### src/rtl/konark_eoc_pkg.sv
// konark_eoc_pkg: shared types and constants for the end-of-computation unit.
package konark_eoc_pkg;

  // Controller states: accept requests, answer them, wait on the harness, or halt.
  typedef enum logic [1:0] {
    IDLE      = 2'd0,
    RESP      = 2'd1,
    HOST_WAIT = 2'd2,
    DONE      = 2'd3
  } eoc_state_e;

  // Default mailbox locations in the core's byte address space.
  localparam logic [47:0] DEF_TOHOST_ADDR   = 48'h0000_0100_0000;
  localparam logic [47:0] DEF_FROMHOST_ADDR = 48'h0000_0100_0008;

  // Exit code reported when the watchdog ends the run.
  localparam logic [31:0] TIMEOUT_EXIT_CODE = 32'hFFFF_FFFF;

  // A tohost write with bit 0 set carries the exit code in bits 32:1.
  function automatic logic [31:0] exitCodeOf(input logic [63:0] wdata);
    return wdata[32:1];
  endfunction

endpackage

### src/rtl/konark_eoc_wdog.sv
// konark_eoc_wdog: free-running cycle counter that flags when a run takes too long.
module konark_eoc_wdog #(
  parameter logic [31:0] Limit = 32'd1_000_000
) (
  input  logic clk_i,
  input  logic rst_i,
  input  logic run_i,
  output logic fire_o
);

  logic [31:0] count_q;
  logic [31:0] count_d;

  // Count cycles while the run is live, saturating at the limit.
  always_comb begin
    count_d = count_q;
    if (run_i && (count_q != Limit)) begin
      count_d = count_q + 32'd1;
    end
  end

  // Cycle counter register.
  always_ff @(posedge clk_i or posedge rst_i) begin
    if (rst_i) begin
      count_q <= '0;
    end else begin
      count_q <= count_d;
    end
  end

  // Fire on the edge that completes the Limit-th counted cycle.
  assign fire_o = run_i && ((count_q + 32'd1) == Limit);

endmodule

### src/rtl/konark_eoc_unit.sv
// konark_eoc_unit: tohost/fromhost mailbox that detects program exit and hands
// syscalls to the harness. Define KONARK_EOC_WATCHDOG_EN to build in a watchdog
// that ends runaway programs with exit code 0xFFFF_FFFF.
module konark_eoc_unit
  import konark_eoc_pkg::*;
#(
  parameter int unsigned           AddrWidth    = 48,
  parameter int unsigned           DataWidth    = 64,
  parameter logic [AddrWidth-1:0]  TohostAddr   = AddrWidth'(DEF_TOHOST_ADDR),
  parameter logic [AddrWidth-1:0]  FromhostAddr = AddrWidth'(DEF_FROMHOST_ADDR),
  parameter logic [31:0]           WdogCycles   = 32'd1_000_000
) (
  input  logic                 clk_i,
  input  logic                 rst_i,
  input  logic                 req_valid_i,
  output logic                 req_ready_o,
  input  logic [AddrWidth-1:0] req_addr_i,
  input  logic                 req_write_i,
  input  logic [DataWidth-1:0] req_wdata_i,
  output logic                 rsp_valid_o,
  output logic [DataWidth-1:0] rsp_rdata_o,
  output logic                 host_req_o,
  output logic [DataWidth-1:0] host_payload_o,
  input  logic                 host_ack_i,
  input  logic [DataWidth-1:0] host_data_i,
  output logic                 eoc_o,
  output logic [31:0]          exit_code_o,
  output logic                 timeout_o
);

  eoc_state_e           state_q,    state_d;
  logic [DataWidth-1:0] tohost_q,   tohost_d;
  logic [DataWidth-1:0] fromhost_q, fromhost_d;
  logic [DataWidth-1:0] rdata_q,    rdata_d;
  logic [DataWidth-1:0] payload_q,  payload_d;
  logic                 eoc_q,      eoc_d;
  logic [31:0]          exitCode_q, exitCode_d;
  logic                 timeout_q,  timeout_d;
  logic                 wdogFire;

`ifdef KONARK_EOC_WATCHDOG_EN
  konark_eoc_wdog #(
    .Limit (WdogCycles)
  ) u_wdog (
    .clk_i  (clk_i),
    .rst_i  (rst_i),
    .run_i  (~eoc_q),
    .fire_o (wdogFire)
  );
`else
  // Without the watchdog the limit has no consumer and the run never times out.
  logic [31:0] unusedWdogCycles;
  assign unusedWdogCycles = WdogCycles;
  assign wdogFire         = 1'b0;
`endif

  // Next-state logic: decode requests, update mailbox registers, track exit/timeout.
  always_comb begin
    state_d    = state_q;
    tohost_d   = tohost_q;
    fromhost_d = fromhost_q;
    rdata_d    = rdata_q;
    payload_d  = payload_q;
    eoc_d      = eoc_q;
    exitCode_d = exitCode_q;
    timeout_d  = timeout_q;

    unique case (state_q)
      IDLE: begin
        if (req_valid_i) begin
          state_d = RESP;
          rdata_d = '0;
          if (!req_write_i) begin
            if (req_addr_i == TohostAddr) begin
              rdata_d = tohost_q;
            end else if (req_addr_i == FromhostAddr) begin
              rdata_d = fromhost_q;
            end
          end else if (req_addr_i == TohostAddr) begin
            tohost_d = req_wdata_i;
            if (req_wdata_i[0]) begin
              eoc_d      = 1'b1;
              exitCode_d = exitCodeOf(req_wdata_i);
            end else begin
              payload_d = req_wdata_i;
              state_d   = HOST_WAIT;
            end
          end else if (req_addr_i == FromhostAddr) begin
            fromhost_d = req_wdata_i;
          end
        end
      end
      RESP: begin
        state_d = eoc_q ? DONE : IDLE;
      end
      HOST_WAIT: begin
        if (host_ack_i) begin
          fromhost_d = host_data_i;
          tohost_d   = '0;
          rdata_d    = '0;
          state_d    = RESP;
        end
      end
      DONE: begin
        state_d = DONE;
      end
      default: begin
        state_d = IDLE;
      end
    endcase

    // A timeout only lands if no exit write claimed this same edge.
    if (wdogFire && !eoc_d) begin
      timeout_d  = 1'b1;
      eoc_d      = 1'b1;
      exitCode_d = TIMEOUT_EXIT_CODE;
      state_d    = DONE;
    end
  end

  // State and datapath registers, cleared by the asynchronous reset.
  always_ff @(posedge clk_i or posedge rst_i) begin
    if (rst_i) begin
      state_q    <= IDLE;
      tohost_q   <= '0;
      fromhost_q <= '0;
      rdata_q    <= '0;
      payload_q  <= '0;
      eoc_q      <= 1'b0;
      exitCode_q <= '0;
      timeout_q  <= 1'b0;
    end else begin
      state_q    <= state_d;
      tohost_q   <= tohost_d;
      fromhost_q <= fromhost_d;
      rdata_q    <= rdata_d;
      payload_q  <= payload_d;
      eoc_q      <= eoc_d;
      exitCode_q <= exitCode_d;
      timeout_q  <= timeout_d;
    end
  end

  // Ready is masked by reset so the core sees 0 while reset is held.
  assign req_ready_o    = (state_q == IDLE) && !rst_i;
  assign rsp_valid_o    = (state_q == RESP);
  assign rsp_rdata_o    = (state_q == RESP) ? rdata_q : '0;
  assign host_req_o     = (state_q == HOST_WAIT);
  assign host_payload_o = (state_q == HOST_WAIT) ? payload_q : '0;
  assign eoc_o          = eoc_q;
  assign exit_code_o    = exitCode_q;
  assign timeout_o      = timeout_q;

endmodule

### config.mk
export PLATFORM = sky130hd
export DESIGN_NAME = konark_eoc_unit
export DESIGN_NICKNAME = d
export VERILOG_FILES = /design/src/rtl/konark_eoc_pkg.sv /design/src/rtl/konark_eoc_wdog.sv /design/src/rtl/konark_eoc_unit.sv
export SDC_FILE = /design/constraint.sdc
export NUM_CORES = 1
export LEC_CHECK = 0
export ABC_AREA = 1
export CAP_MARGIN = 5
export CORE_MARGIN = 2
export CORE_UTILIZATION = 40
export DETAILED_ROUTE_END_ITERATION = 10
export PLACE_DENSITY_LB_ADDON = 0.2
export SYNTH_ARGS = -nofsm -noshare
export SYNTH_HDL_FRONTEND = slang
export SYNTH_SLANG_ARGS = --single-unit
### constraint.sdc
create_clock -name clk_i -period 26.3 [get_ports clk_i]
set_clock_uncertainty 0.1 [all_clocks]
set_input_delay 2.63 -clock clk_i [delete_from_list [all_inputs] [get_ports clk_i]]
set_output_delay 2.63 -clock clk_i [all_outputs]
set_load 0.01 [all_outputs]
### The metal 1 layer, run 1

Supply wires on this layer in grey.
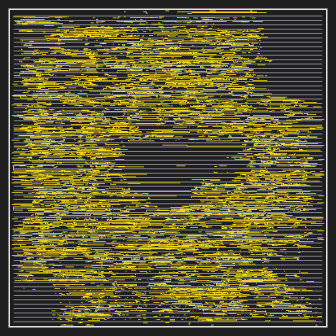
share of all routed wire: 44%
main direction: horizontal
longest straight run: 49.7 µm
wire length on this layer: 22.0 mm
DR vias: 14200
GR Util met1: 34.9%
routed wire length: 50500 µm

### The clock network, run 1

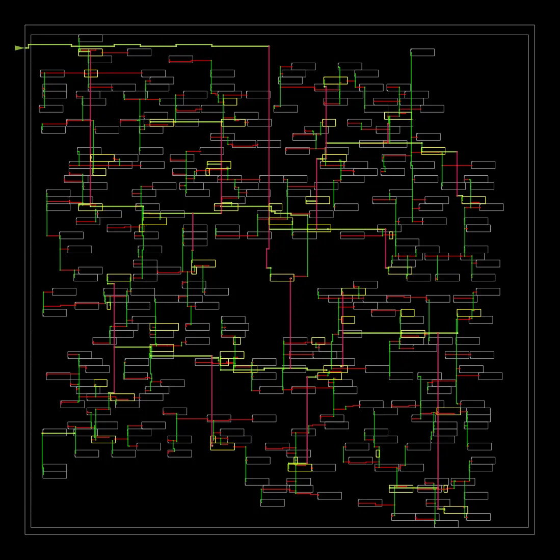
Flop Count: 290
CTS sink cnt: 290
power in the clock group: 0.461 mW
worst skew pair latency: 0.50 ns

### Signal wires by layer, run 1

Two of the layers only.
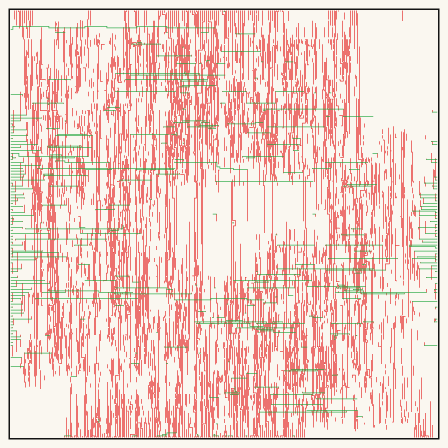
| colour | layer | wire length |
|---|---|---|
| red | met2 | 23.8 mm |
| green | met3 | 3060 µm |
overall routing resource usage: 26.4%
WL/cell: 18.1 µm

==> impl_metrics.yaml, run 1 <==
# yosys + openroad results
finish:
  final_cells: 2789
  ff_latch_area_um2: 7260
  fillers: 3534
  logic_area_um2: 6480
  finalCoreUtilization_pct: 53.5
place:
  place_hpwl_um: 31600
  dpl_cell_area_um2: 18500
  placed_cells: 2727
  place.gp.congestion: 0.814
cts:
  htreeDepth: 2
  cts_setup_buffers: 0
  cts_buffers: 34
  clkSlewWorstSetupHoldPaths_ns: 0.05
  cts_resized: 0
  cts_hold_buf: 0
logic_synthesis:
  synth_area_um2: 14900
  yosysSeqAreaShare_pct: 48.7
  top_area_share_pct: 48.7
  top_area_cell: "dfrtp_1"
  ys_ff: 290
job:
  drv_cap: 0
grt:
  gr-max-usage-layer: "met2"
  grt_pass1_vias: 14600
  grt_pass1_wl_um: 80800
  gr-total-overflow: 0
pwr:
  swShare_pct: 24.0
  comb_power_share_pct: 8.7
  power_frac_clock_pct: 43.2
routing:
  final_antenna_net_count: 0
  drtIter0Drc: 1133
  drt-vias-per-instance: 5.09
  drcViolationCount: 0
final_timing:
  setup_viol: 0
  finalCritPeriodShare_pct: 24.9
  fmax_mhz: 152
  tightest_slew_ns: 1.22
  slew_viol_final: 0
die:
  floorplanUtilization_pct: 40.7
  row_count: 70
  die-width_um: 197
  core_area_um2: 36600
  io_pins: 346
setup_path:
  criticalPathCategory: "input port to primary output"
  start_kind: "input port"
min_path:
  hp-class: "flip-flop to flip-flop"
run_status:
  status: "completed"
==> run 1: kinds of logic (layout without fill, tap and decap cells) <==
family	after synthesis	count (layout)	share of synthesized area, %
buffers and inverters	300	570	8.27
DFF	290	290	48.7
and+or+nand+nor	1388	1388	39.7
AOI/OAI and AO/OA	66	66	3.29
other	1	7	0.0252
==> run 1: power groups by stage <==
stage	sequential [mW]	clock [mW]	combinational (mW)
floorplan	0.514	0	0.0486
global placement	0.518	0	0.0903
detailed placement	0.519	0	0.0933
CTS	0.512	0.470	0.0939
global route	0.518	0.489	0.106
finish	0.513	0.461	0.0930
==> run 1: through the flow <==
step	hold slack (ns)	setup WS (ns)
after floorplan	0.343	15.56
after global placement	0.354	19.43
after detailed placement	0.359	19.32
after CTS	0.373	19.72
after global routing	0.387	19.48
final	0.370	19.74
==> run 1: flip-flops by register name (all words and copies together) (netlist names) <==
| name | cells |
|---|---|
| rdata_q | 64 |
| payload_q | 63 |
| fromhost_q | 64 |
| eoc_o | 1 |
| state_q | 2 |
| tohost_q | 64 |
| exit_code_o | 32 |
==> run 1: cell usage after synthesis <==
master	number
nand2_1	857
dfrtp_1	290
nand3_1	259
nor2_1	162
inv_1	145
clkbuf_1	72
nand3b_1	63
o21bai_1	63
buf_2	57
nand4_1	34
buf_1	13
buf_4	9
inv_2	4
nor2_2	4
nand2_2	2
nor3_1	2
o21ai_0	2
and2_0	1
conb_1	1
nor2_4	1
nor3_2	1
nor3_4	1
o211ai_1	1
or2_1	1
==> run 1: final cells by class <==
cell class,instances,share of cell area [%]
antenna,5,0.0639
clock buffer,51,5.24
clock inverter,6,0.313
inverter,149,2.91
multi-input combinational,1456,33.1
sequential,290,37.1
tap,468,2.99
timing repair buffer,364,18.3
==> run 1: routing by layer <==
metal	wire length (µm)	share of wire (%)
met4	1670	3.3
met1	22000	44
met5	0	0
met3	3060	6.1
met2	23800	47
==> run 1: worst max-delay path, stage by stage <==
cell,delay (ns)
clkdlybuf4s50_1,0.51
nor2_1,0.14
clkdlybuf4s50_1,0.55
==> run 1: cells in the final DEF, fill, tap and decap left out, types with 4 or more instances in the layout <==
| cell | netlist | routed |
|---|---|---|
| o21bai_1 | 63 | 63 |
| buf_4 | 9 | 21 |
| nor2_1 | 162 | 160 |
| nand4_1 | 34 | 34 |
| nand3_1 | 259 | 258 |
| nor2_4 | 1 | 7 |
| clkbuf_8 | 0 | 9 |
| nand2_4 | 0 | 4 |
| nand2_1 | 857 | 854 |
| nand3b_1 | 63 | 63 |
| inv_2 | 4 | 4 |
| inv_1 | 145 | 143 |
| diode_2 | 0 | 5 |
| dfrtp_1 | 290 | 290 |
| clkbuf_16 | 0 | 35 |
| clkdlybuf4s50_1 | 0 | 341 |
| clkbuf_1 | 72 | 7 |
==> run 1: final timing paths <==
kind | from | endpoint | slack (ns) | cells past startpoint
setup / recovery | rst_i | req_ready_o | 19.74 | 3
min in group asynchronous | rst_i | payload_q[55] | 2.55 | 2
hold reg to reg | fromhost_q[45] | fromhost_q[45] | 0.37 | 2
hold / removal | fromhost_q[45] | fromhost_q[45] | 0.37 | 2
max in group asynchronous | rst_i | exit_code_o[10] | 21.16 | 4
setup reg to reg | state_q[1] | fromhost_q[33] | 21.76 | 13
### Signal wires on met4, run 1

Supply wires on this layer in grey.
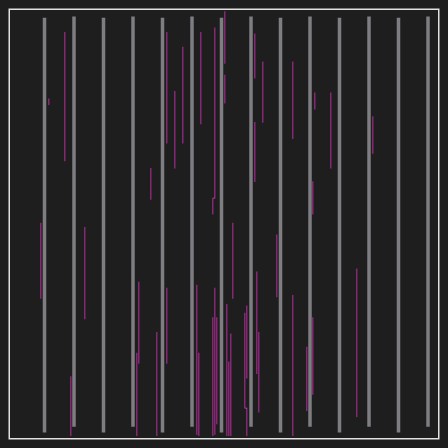

==> run 2, diff against run 1 <==
==> constraint.sdc (replaced) <==
create_clock -name clk_i -period 6.45 [get_ports clk_i]
set_clock_uncertainty 0.1 [all_clocks]
set_input_delay 0.645 -clock clk_i [delete_from_list [all_inputs] [get_ports clk_i]]
set_output_delay 0.645 -clock clk_i [all_outputs]
set_load 0.01 [all_outputs]
### Signal wires on met4, run 2

Supply wires on this layer in grey.
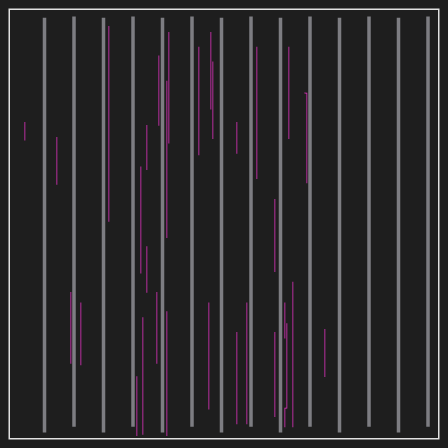
wire length on this layer: 1250 µm
nets with wire on the layer: 25
longest straight run: 89.8 µm
share of all routed wire: 2.5%
DR vias: 14200
routed wire length: 49400 µm

### The metal 1 layer, run 2

Supply wires on this layer in grey.
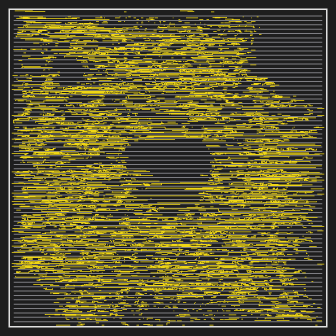
longest straight run: 56.6 µm
nets with wire on the layer: 2220
GR Util met1: 34.8%

==> impl_metrics.yaml, run 2 <==
# yosys + openroad results
final_timing:
  tightest_slew_ns: 1.13
  slew_viol_final: 0
  finalCritPeriodShare_pct: 62.7
cts:
  cts_setup_buffers: 0
  cts_resized: 0
  cts.sinks: 290
  clkSlewWorstSetupHoldPaths_ns: 0.06
  cts_hold_buf: 0
run_status:
  status: "completed"
place:
  place.gp.congestion: 0.860
  place_hpwl_um: 32000
die:
  floorplanUtilization_pct: 40.7
  row_count: 70
logic_synthesis:
  synth_area_um2: 14900
  ys_ff: 290
  top_area_share_pct: 48.7
  yosysSeqAreaShare_pct: 48.7
  synth_top_flop_cell: "dfrtp_1"
  top_area_cell: "dfrtp_1"
  edf_count: 0
pwr:
  swShare_pct: 24.5
routing:
  wire_per_inst_um: 17.7
finish:
  top_regs: "fromhost_q x64, rdata_q x64, tohost_q x64"
setup_path:
  cp_cell_sequence: "clkdlybuf4s50_1 > inv_1 > nand2_1 > nor2_1 > nand2_1 > nor2_4 > nand3_1 > nand2_4 > nand2_4 > nand2_1 > nand2_1"
  start_kind: "input port"
### The clock network, run 2

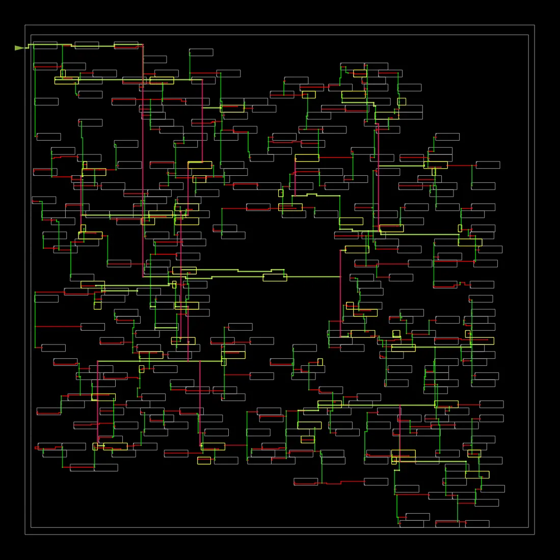
power in the clock group: 1.90 mW
Inserted Clock Buffers: 34
CLK BUF: 48
worst skew pair latency: 0.51 ns

[run 2: cell types whose count changed in the layout (fill, tap and decap cells not counted), sizes merged]
cell	previous run	this run
buf	23	26
clkbuf	51	48
clkinv	3	10
diode	5	2
clkinvlp	1	4
inv	150	148
bufinv	1	0
[run 2: critical path: cells and delay by family]
family,cells,cell delay [ns]
buffers and inverters,2,0.50
AND/OR/NAND/NOR,9,3.06
[run 2: cell families (layout without fill, tap and decap cells)]
kind of cell | count (synthesis) | in the layout | synth area share (%)
AND/OR/NAND/NOR | 1388 | 1388 | 39.7
buffers and inverters | 300 | 577 | 8.27
flip-flops | 290 | 290 | 48.7
AND-OR/OR-AND | 66 | 66 | 3.29
other | 1 | 4 | 0.0252
[run 2: metal layers]
metal  track usage [%]  vias to the layer above  share of wire (%)
met1              34.8                     6799                 44
met3              4.55                       71                6.3
met4              8.41                        0                2.5
met5                 0                        -                  0
met2              41.7                      488                 47
li1                  -                     6877                  -
[run 2: power groups by stage]
stage	Clock [mW]	Combinational (mW)	Sequential (mW)
CTS	1.93	0.382	2.09
finish	1.90	0.377	2.09
global route	2.01	0.431	2.11
detailed placement	0	0.380	2.12
floorplan	0	0.199	2.10
global placement	0	0.367	2.11
[run 2: final timing paths]
check                                     from             end  cells after the start
worst max-delay path            req_addr_i[11]     tohost_q[0]                     11
worst min-delay path              tohost_q[21]    tohost_q[21]                      2
worst max register to register      state_q[1]  fromhost_q[33]                     11
worst min register to register    tohost_q[21]    tohost_q[21]                      2
max in group asynchronous                rst_i     rdata_q[56]                      4
min in group asynchronous                rst_i     tohost_q[1]                      3
[run 2: cell type report]
type                    count  area (µm²)
clock inverters            13        76.3
repair buffers            367        3620
well taps                 468         586
clock buffers              48        1040
diodes                      2        5.00
multi-input cells        1456        6470
fillers                  3552       17000
inverters                 149         566
flip-flops and latches    290        7260
[run 2: metrics by stage]
stage / hold slack (ns) / worst slack (ns)
after floorplan: 0.343 / 1.86
after global placement: 0.354 / 2.02
after detailed placement: 0.359 / 1.91
after CTS: 0.372 / 2.44
after global routing: 0.388 / 2.22
final: 0.371 / 2.41
### Signal wires by layer, run 2

Two of the layers only.
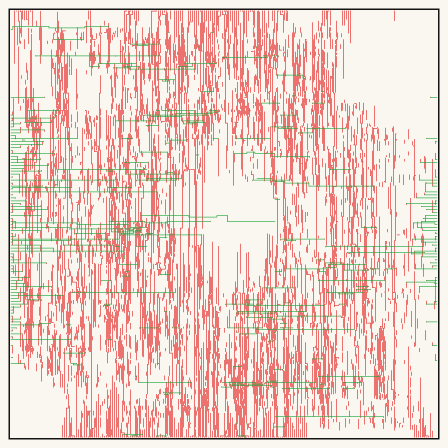

==> run 3, diff against run 2 <==
==> constraint.sdc (replaced) <==
create_clock -name clk_i -period 3.67 [get_ports clk_i]
set_clock_uncertainty 0.1 [all_clocks]
set_input_delay 0.367 -clock clk_i [delete_from_list [all_inputs] [get_ports clk_i]]
set_output_delay 0.367 -clock clk_i [all_outputs]
set_load 0.01 [all_outputs]
### Signal wires by layer, run 3

Two of the layers only.
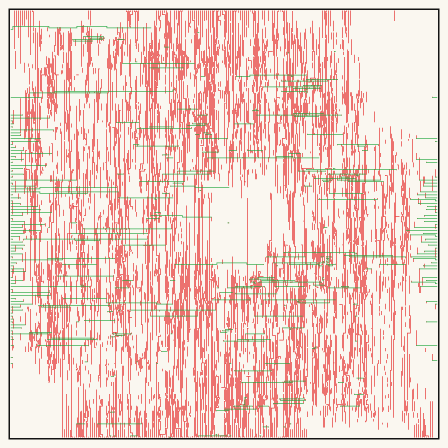
| colour | layer | wire length |
|---|---|---|
| green | met3 | 3230 µm |
| red | met2 | 24.3 mm |
overall routing resource usage: 26.4%
WL/cell: 18.2 µm
routed wire length: 50900 µm
DR vias: 14400

### The metal 1 layer, run 3

Supply wires on this layer in grey.
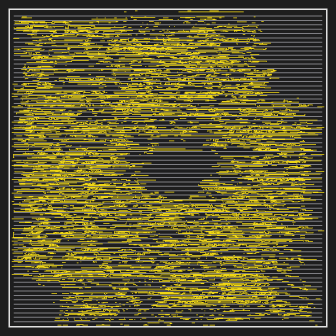
wire length on this layer: 21.9 mm
share of all routed wire: 43%
longest straight run: 40.5 µm
GR Util met1: 35.1%

==> impl_metrics.yaml, run 3 <==
# yosys + openroad results
routing:
  drt-vias-per-instance: 5.13
  drcViolationCount: 0
  final_antenna_net_count: 0
  drtIter0Drc: 1084
die:
  io_pins: 346
  chipArea_um2: 38800
  dieHeight_um: 197
  row_count: 70
  die-width_um: 197
  core_area_um2: 36600
  floorplanUtilization_pct: 40.7
job:
  drv_cap: 0
final_timing:
  finalCritPeriodShare_pct: 88.4
  fmax_mhz: 308
  slew_viol_final: 0
grt:
  grt_pass1_wl_um: 81100
  gr-total-overflow: 0
  grt_pass1_vias: 14500
place:
  placed_cells: 2732
  place.gp.congestion: 0.869
  place_hpwl_um: 31700
cts:
  clk_latency_ns: 0.51
  cts_setup_buffers: 0
  cts_resized: 0
  cts.sinks: 290
  cts_hold_buf: 0
  htreeDepth: 2
finish:
  final_cells: 2797
  top_regs: "fromhost_q x64, rdata_q x64, tohost_q x64"
  fillers: 3534
  most-common-layout-cells: "nand2_1 (854), clkdlybuf4s50_1 (341), dfrtp_1 (290)"
  lay_top_count: "nand2_1"
  logic_area_um2: 6470
logic_synthesis:
  top_area_share_pct: 48.7
  edf_count: 0
  synth.most_common_cell: "nand2_1"
  ys_async_sr_fraction_pct: 100
  ys_ff: 290
  top_area_cell: "dfrtp_1"
  synthTopCellsByCount: "nand2_1 (857), dfrtp_1 (290), nand3_1 (259)"
  yosysSeqAreaShare_pct: 48.7
  synth_area_um2: 14900
pwr:
  power_frac_clock_pct: 46.5
  comb_power_share_pct: 8.1
  swShare_pct: 23.3
run_status:
  status: "completed"
min_path:
  hp-class: "input port to flip-flop"
setup_path:
  start_kind: "flip-flop"
  criticalPathCategory: "flip-flop to primary output"
### The clock network, run 3

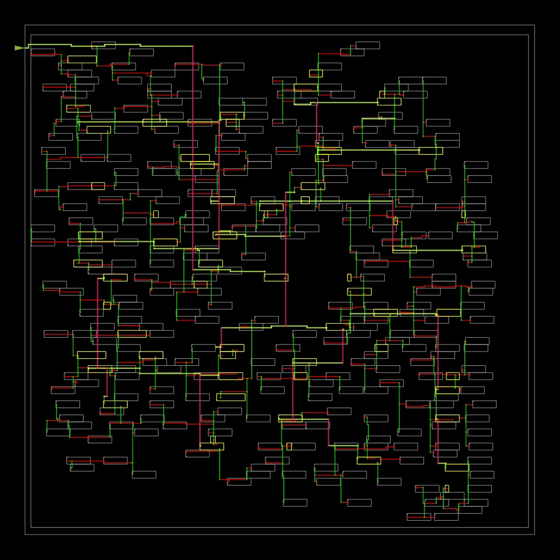
power in the clock group: 3.76 mW
Inserted Clock Buffers: 35
CLK BUF: 49

-- run 3: path summary, 6_finish.rpt --
| check | from | to | slack (ns) | depth (start not counted) |
|---|---|---|---|---|
| hold / removal | req_write_i | exit_code_o[4] | 0.24 | 3 |
| setup reg to reg | state_q[0] | fromhost_q[37] | 0.81 | 10 |
| hold reg to reg | fromhost_q[25] | fromhost_q[25] | 0.37 | 2 |
| setup / recovery | state_q[0] | rsp_rdata_o[0] | 0.42 | 6 |
| max in group asynchronous | rst_i | tohost_q[26] | 2.37 | 3 |
| min in group asynchronous | rst_i | payload_q[51] | 0.35 | 3 |
-- run 3: power groups by stage --
stage / sequential (mW) / combinational (mW) / clock (mW)
2_1_floorplan: 3.69 / 0.349 / 0
3_3_place_gp: 3.71 / 0.642 / 0
3_5_place_dp: 3.72 / 0.663 / 0
4_1_cts: 3.67 / 0.666 / 3.81
5_1_grt: 3.71 / 0.749 / 3.95
6_report: 3.67 / 0.658 / 3.76
-- run 3: cell type report --
cell class | count | area share (%)
Timing Repair Buffer | 369 | 18.6
Inverter | 149 | 2.85
Clock buffer | 49 | 5.19
Clock inverter | 13 | 1.17
Tap cell | 468 | 2.95
Multi-Input combinational cell | 1456 | 32.6
Sequential cell | 290 | 36.6
Antenna cell | 3 | 0.0379
-- run 3: through the flow --
step / setup slack [ns] / util [%] / instance area [µm²] / TNS (ns)
2_1_floorplan: -0.644 / - / 14900 / -186.81
3_3_place_gp: 0.521 / 50.7 / 18600 / 0
3_5_place_dp: 0.464 / 50.7 / 18600 / 0
4_1_cts: 0.391 / 54.1 / 19800 / 0
5_1_grt: 0.263 / 54.2 / 19800 / 0
6_report: 0.424 / 54.2 / 19800 / 0
-- run 3: routing by layer --
metal	global-route usage, %	vias to the layer above	wire, µm
met5	0	-	0
met3	4.33	86	3230
met2	44.4	500	24300
met1	35.1	6903	21900
li1	-	6868	-
met4	7.99	0	1390
-- run 3: critical path, cell delays in order, from the launching register on --
cell and delay (ns):
dfrtp_1 0.46, inv_1 0.08, nor2_1 0.06, inv_2 0.51
buf_4 0.47, nor2_1 0.07, clkdlybuf4s50_1 0.55
-- run 3: kinds of logic after synthesis --
family | after synthesis | share of synthesized area [%]
AND-OR/OR-AND | 66 | 3.29
buffers and inverters | 300 | 8.27
flip-flops | 290 | 48.7
other | 1 | 0.0252
AND/OR/NAND/NOR | 1388 | 39.7
No activity file was given, so power comes from the tool's default toggle rates.
